layers.png
Two of the layers only.
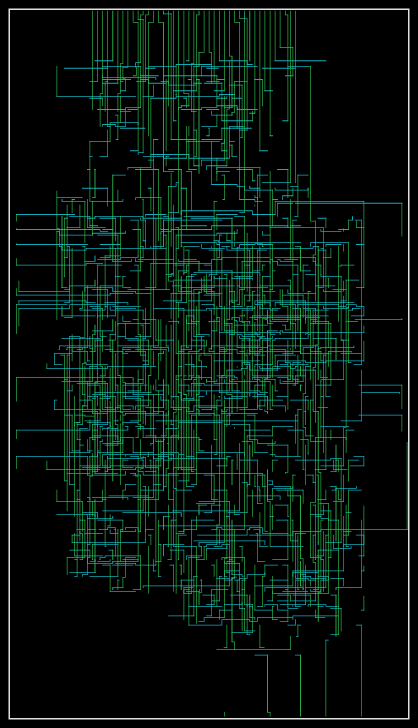
gates.png
Scale bar: 20 um.
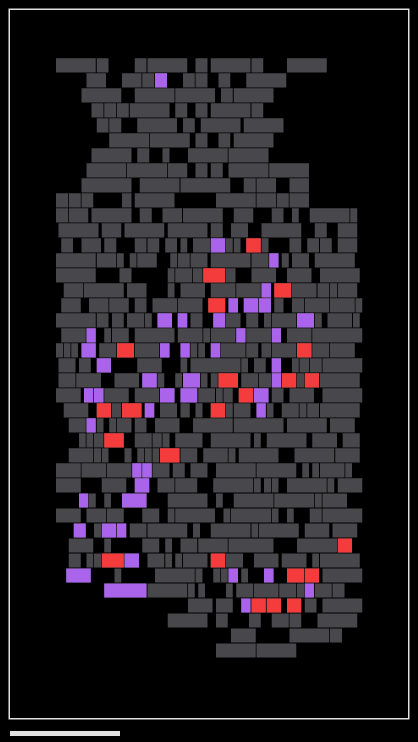
clock_nets.png
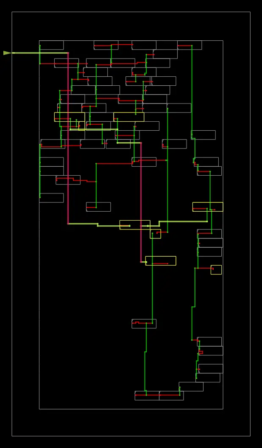
pinout.png
Pins as bars across the die edge, other pins in gray.
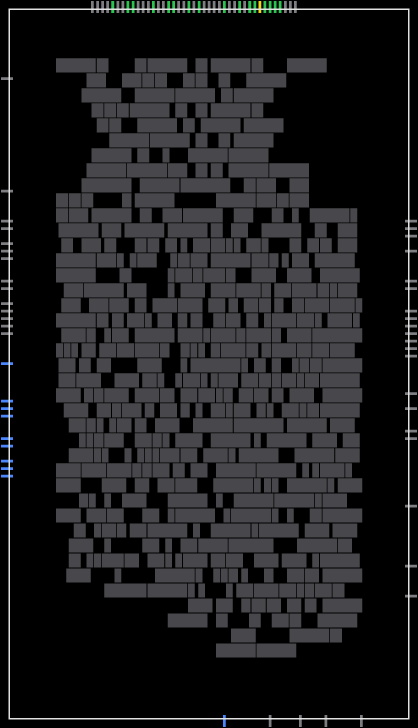
ff_map.png
Scale bar: 20 um. Other sequential cells in the stronger gray, the rest of the logic in the fainter gray.
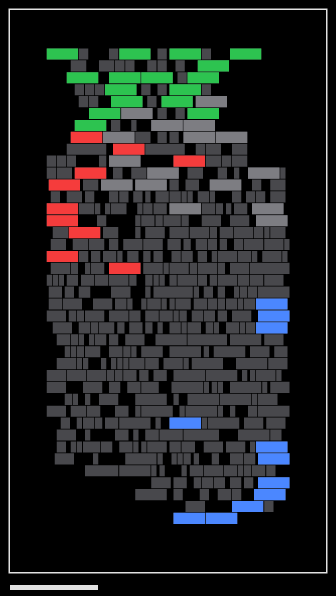
[config.mk]
export PLATFORM = sky130hd
export DESIGN_NAME = bird_sprite_reader
export DESIGN_NICKNAME = d
export VERILOG_FILES = /design/src/rtl/bird_sprite_reader.sv
export SDC_FILE = /design/constraint.sdc
export NUM_CORES = 1
export LEC_CHECK = 0
export CAP_MARGIN = 20
export CORE_ASPECT_RATIO = 2
export CORE_MARGIN = 8
export CORE_UTILIZATION = 65
export DETAILED_ROUTE_END_ITERATION = 7
export DONT_BUFFER_PORTS = 1
export MAX_ROUTING_LAYER = met4
export PLACE_DENSITY = 0.91
export SLEW_MARGIN = 5
export SYNTH_ARGS = -nofsm -noshare
export SYNTH_HDL_FRONTEND = slang
export SYNTH_SLANG_ARGS = --single-unit
[constraint.sdc]
create_clock -name clka -period 10.3 [get_ports clka]
set_clock_uncertainty 0.05 [all_clocks]
set_input_delay 2.06 -clock clka [delete_from_list [all_inputs] [get_ports clka]]
set_output_delay 2.06 -clock clka [all_outputs]
set_load 0.02 [all_outputs]
[src/rtl/bird_sprite_reader.sv]
// bird_sprite_reader
//   Fetches pixels of a SPR_W x SPR_H sprite from an external single-port ROM
//   as the raster scan passes over the sprite's box. Fixed 3-cycle latency,
//   no stall: one scan position accepted every clock.
//
// Ports
//   clka, rsta_n        : clock and synchronous active-low reset
//   frame_start         : one-cycle pulse; latches bird_x/bird_y for the frame
//   bird_x, bird_y      : sprite top-left corner (screen coordinates)
//   pix_valid/x/y       : current scan position (active video when pix_valid)
//   rom_addra           : registered sprite ROM address
//   rom_doa             : ROM data, valid the cycle after rom_addra is sampled
//   pix_out             : opaque sprite pixel, else 0
//   pix_hit             : pix_out carries an opaque sprite pixel
//   pix_out_valid       : pix_valid delayed by 3 cycles
module bird_sprite_reader #(
    parameter int                SPR_W     = 45,
    parameter int                SPR_H     = 45,
    parameter int                ADDR_W    = 11,
    parameter int                DATA_W    = 16,
    parameter logic [DATA_W-1:0] KEY_COLOR = 16'hF81F
) (
    input  logic              clka,
    input  logic              rsta_n,
    input  logic              frame_start,
    input  logic [9:0]        bird_x,
    input  logic [9:0]        bird_y,
    input  logic              pix_valid,
    input  logic [9:0]        pix_x,
    input  logic [9:0]        pix_y,
    output logic [ADDR_W-1:0] rom_addra,
    input  logic [DATA_W-1:0] rom_doa,
    output logic [DATA_W-1:0] pix_out,
    output logic              pix_hit,
    output logic              pix_out_valid
);

    localparam int STAGES = 3;
    localparam int PW     = 21;              // product width: 11-bit row * up to 10-bit width
    localparam logic [PW-1:0] W_CONST = PW'(SPR_W);

    // Constant shift-add multiply by SPR_W; unrolls into an adder tree over
    // the set bits of SPR_W only.
    function automatic logic [PW-1:0] mul_w(input logic [9:0] v);
        logic [PW-1:0] r;
        logic [PW-1:0] ext;
        r   = '0;
        ext = PW'(v);
        for (int i = 0; i < PW; i++) begin
            if (W_CONST[i]) r = r + (ext << i);
        end
        return r;
    endfunction

    logic [9:0]  bx_q, by_q;
    logic [10:0] bx_end, by_end;
    logic        in_box;
    logic [9:0]  dx, dy;
    logic [PW-1:0] offs;

    // Valid and in-box delay lines; index k holds the value k cycles old.
    logic [STAGES-1:1] vld_pipe;
    logic [STAGES-1:1] box_pipe;

    // 11-bit box edges so a sprite near the right/bottom screen edge does
    // not wrap back to column/row 0.
    assign bx_end = {1'b0, bx_q} + 11'(SPR_W - 1);
    assign by_end = {1'b0, by_q} + 11'(SPR_H - 1);

    assign in_box = pix_valid
                 && (pix_x >= bx_q) && ({1'b0, pix_x} <= bx_end)
                 && (pix_y >= by_q) && ({1'b0, pix_y} <= by_end);

    assign dx   = pix_x - bx_q;
    assign dy   = pix_y - by_q;
    assign offs = mul_w(dy) + PW'(dx);

    // Position latch. A pixel arriving together with frame_start still sees
    // the old position because stage 1 reads bx_q/by_q before this update.
    always_ff @(posedge clka) begin
        if (!rsta_n) begin
            bx_q <= '0;
            by_q <= '0;
        end else if (frame_start) begin
            bx_q <= bird_x;
            by_q <= bird_y;
        end
    end

    // Stage 1: address; stage 2: wait for ROM; stage 3: key test and output.
    always_ff @(posedge clka) begin
        if (!rsta_n) begin
            rom_addra     <= '0;
            vld_pipe      <= '0;
            box_pipe      <= '0;
            pix_out       <= '0;
            pix_hit       <= 1'b0;
            pix_out_valid <= 1'b0;
        end else begin
            rom_addra     <= in_box ? offs[ADDR_W-1:0] : '0;
            vld_pipe      <= {vld_pipe[STAGES-2:1], pix_valid};
            box_pipe      <= {box_pipe[STAGES-2:1], in_box};
            pix_out_valid <= vld_pipe[STAGES-1];
            pix_hit       <= box_pipe[STAGES-1] && (rom_doa != KEY_COLOR);
            pix_out       <= (box_pipe[STAGES-1] && (rom_doa != KEY_COLOR))
                             ? rom_doa : '0;
        end
    end

endmodule

==> run summary <==
Synthesis and PnR results.

- The pre-CTS setup check shows a worst slack of between 3 and 4 ns.
- Per the detailed-route log, wirelength across all metal layers totals 9.05 mm.
- Across the placement rows, the number of tap cells is roughly 86.
- Hold is met by approximately 0.39 ns.
- After layout the signal buffers, clock cells excluded, come to 0% of cell area.
- The number of cells in Yosys stat is 430.
- The cell leakage power reads ~2.0 nW.
- The stage delay of the slowest cell on the critical path reads 0.55 ns.
- Per the CTS log, the root buffer master is sky130_fd_sc_hd__clkbuf_16.
- According to the timing report, the data required time at the worst endpoint equals roughly 10 ns.
- The clock network fraction of total power reads ~17%.
- The gate count of the mapped netlist reads ~430.
- In the hold timing report, the worst path depth is 1.
- Setup violations remaining at the end of the flow were counted as 0.
- The total die size is around 9300 sq um.
- TritonCTS built the clock tree.
- The proportion of netlist area held by the largest area contributor reads between 20% and 30%.
- The registers reported with the highest flop counts are pix_out (16), rom_addra (11).
- The depth of the critical timing path with buffers and inverters included reads 22.
- The clock buffers instantiated in the layout total 5.
- The routed design shows a via density per instance of about 5.7.
- In this run the standard cell core region covers between 6000 and 7000 sq um.
- Per STA, the endpoint of the critical path is rom_addra[10].
- The type of element launching the critical path is a primary input.
- The largest area contributor in the netlist reads sky130_fd_sc_hd__dfxtp_1.
- Summing every instance area after synthesis gives 4100 sq um.
- The mean cell area of the mapped netlist reads roughly 9.5 sq um.
- The most common logic cells in the final layout are sky130_fd_sc_hd__inv_1 (59), sky130_fd_sc_hd__dfxtp_1 (53), sky130_fd_sc_hd__ha_1 (52).
- The number of violations of the max-capacitance limit reads 0.
- The completed layout was analyzed and its total power is ~1.0 mW.
- The arrival time of the worst setup path reads around 6.8 ns.
- The number of gates resized after CTS reads 0.
- The met2 routed wirelength is between 5 and 6 mm.
- The number of flip-flops and latches in the synthesized netlist is roughly 53.
- The register area share after synthesis is 25.9%.
- According to the cell report, the number of logic gates is 312.
- The global routing report lists met1 layer usage as approximately a fifth.
- The setup TNS is 0 ns.
- Global routing used between 10% and 20% of the available tracks.
- The number of placement rows is just over 40.
- The routed wirelength on the met1 layer is recorded as 3.30 mm.
- On met2, the global router reports a usage of a little over a third.
- The number of antenna violations at the first check in global routing is 0.
- Of the cells placed in the final design, the portion with a size suffix greater than 1 is between 4 and 5%.
- The count of nets left with antenna violations after detail routing is 0.
- The clock network area share is 3.40%.
- The final max-slew violation count recorded for this run is 0.
- The biggest slice of the total power is consumed by combinational cells.
- The clock-pin slew of the registers on the worst-case setup and hold paths reads around 0.080 ns.
- The post-synthesis cell type count is roughly 52.
- The multiplexer area fraction after synthesis reads roughly 5%.
- Sorting the synthesized cells by area gives the leading types as sky130_fd_sc_hd__dfxtp_1 (26%), sky130_fd_sc_hd__ha_1 (16%), sky130_fd_sc_hd__fa_1 (11%).
- There are approximately 53 flip-flops and latches.
- The sequential group power is 0.222 mW.
- The highest ir drop seen on vdd reads ~0.18 mV.
- By area, the class that comes first in the final layout consists of combinational gates.
- The worst relative slew slack reads approximately 36%.
- After clock tree synthesis, the flow added hold-fix buffers numbering 0.
- Counting every net in the synthesized netlist gives around 570.
- Post-CTS timing repair inserted 0 buffers for setup.
- The via count of the first global-routing pass is just over 3000.
- The synthesis-to-layout area growth reads 5.70%.
- The top cell type in the final layout, fill and taps aside, is sky130_fd_sc_hd__inv_1.
- The number of enable flip-flop cells is 0.
- The run finished with clean final reports.
- The area figure in the yosys stat output reads between 4000 and 5000 sq um.
- The post-synthesis compound-gate area fraction reads about an eighth.
- The flop share of the area reads 24.5%.
- The combinational cell area excluding buffers and inverters is between 2000 and 3000 sq um.
- The critical path in the final layout is reported with a setup slack of 3.69 ns.
- The total congestion overflow is 0.
- Of the total synthesized cell area, the portion taken by XOR and XNOR cells is approximately 7.6%.
- After layout, the inverter instance count without clock inverters stands at just under 60.
- The transition at the pin with the smallest max-transition slack reads roughly 0.96 ns.
- The dominant register cell in the synthesized netlist reads sky130_fd_sc_hd__dfxtp_1.
- The number of buffer and inverter instances along the worst setup path reads 4.
- The largest driver fanout on the critical path is 3.
- The HPWL after detailed placement reads approximately 7.4 mm.
- The most utilized layer in the global route result is met2.
- The async set-reset flop share out of synthesis is 0%.
- The total power density per cell area is 238 nW/um^2.
-- layers.png (at the start) --
Key: M2 = green [wire length 5000 um]; M1 = cyan [wire length 3300 um]

-- gates.png (at the start) --
Key: aoi and oai cells = purple [cells 46]; non-inverting ao/oa cells = red [cells 23]
logic gate fraction of the total cell area: 64.6%
number of non-filler instances in the completed layout: 518

-- clock_nets.png (at the start) --
sink count of the clock tree: 53
source-to-sink clock delay at the later pin of the worst-skew pair: 0.30 ns
Clock group: 0.170 mW

-- pinout.png (at the start) --
Key: pix_out_valid = yellow [pins 1, direction output, edge north]; pix_y = blue [pins 10, direction input, edge 9 west, 1 south]; pix_out = green [pins 16, direction output, edge north]
All pins by edge: 41 north, 23 west, 20 east, 5 south.
die outline width: 72.2 um
height of the die: 128 um
port bufs: 0

-- ff_map.png (at the start) --
Key: by_q = red [placed flops 10]; rom_addra = blue [placed flops 11, where south-east]; pix_out = green [placed flops 16]
Another 16 sequential cells are not colored.

Power figures rest on the tool's default switching activity, not on a simulated workload.
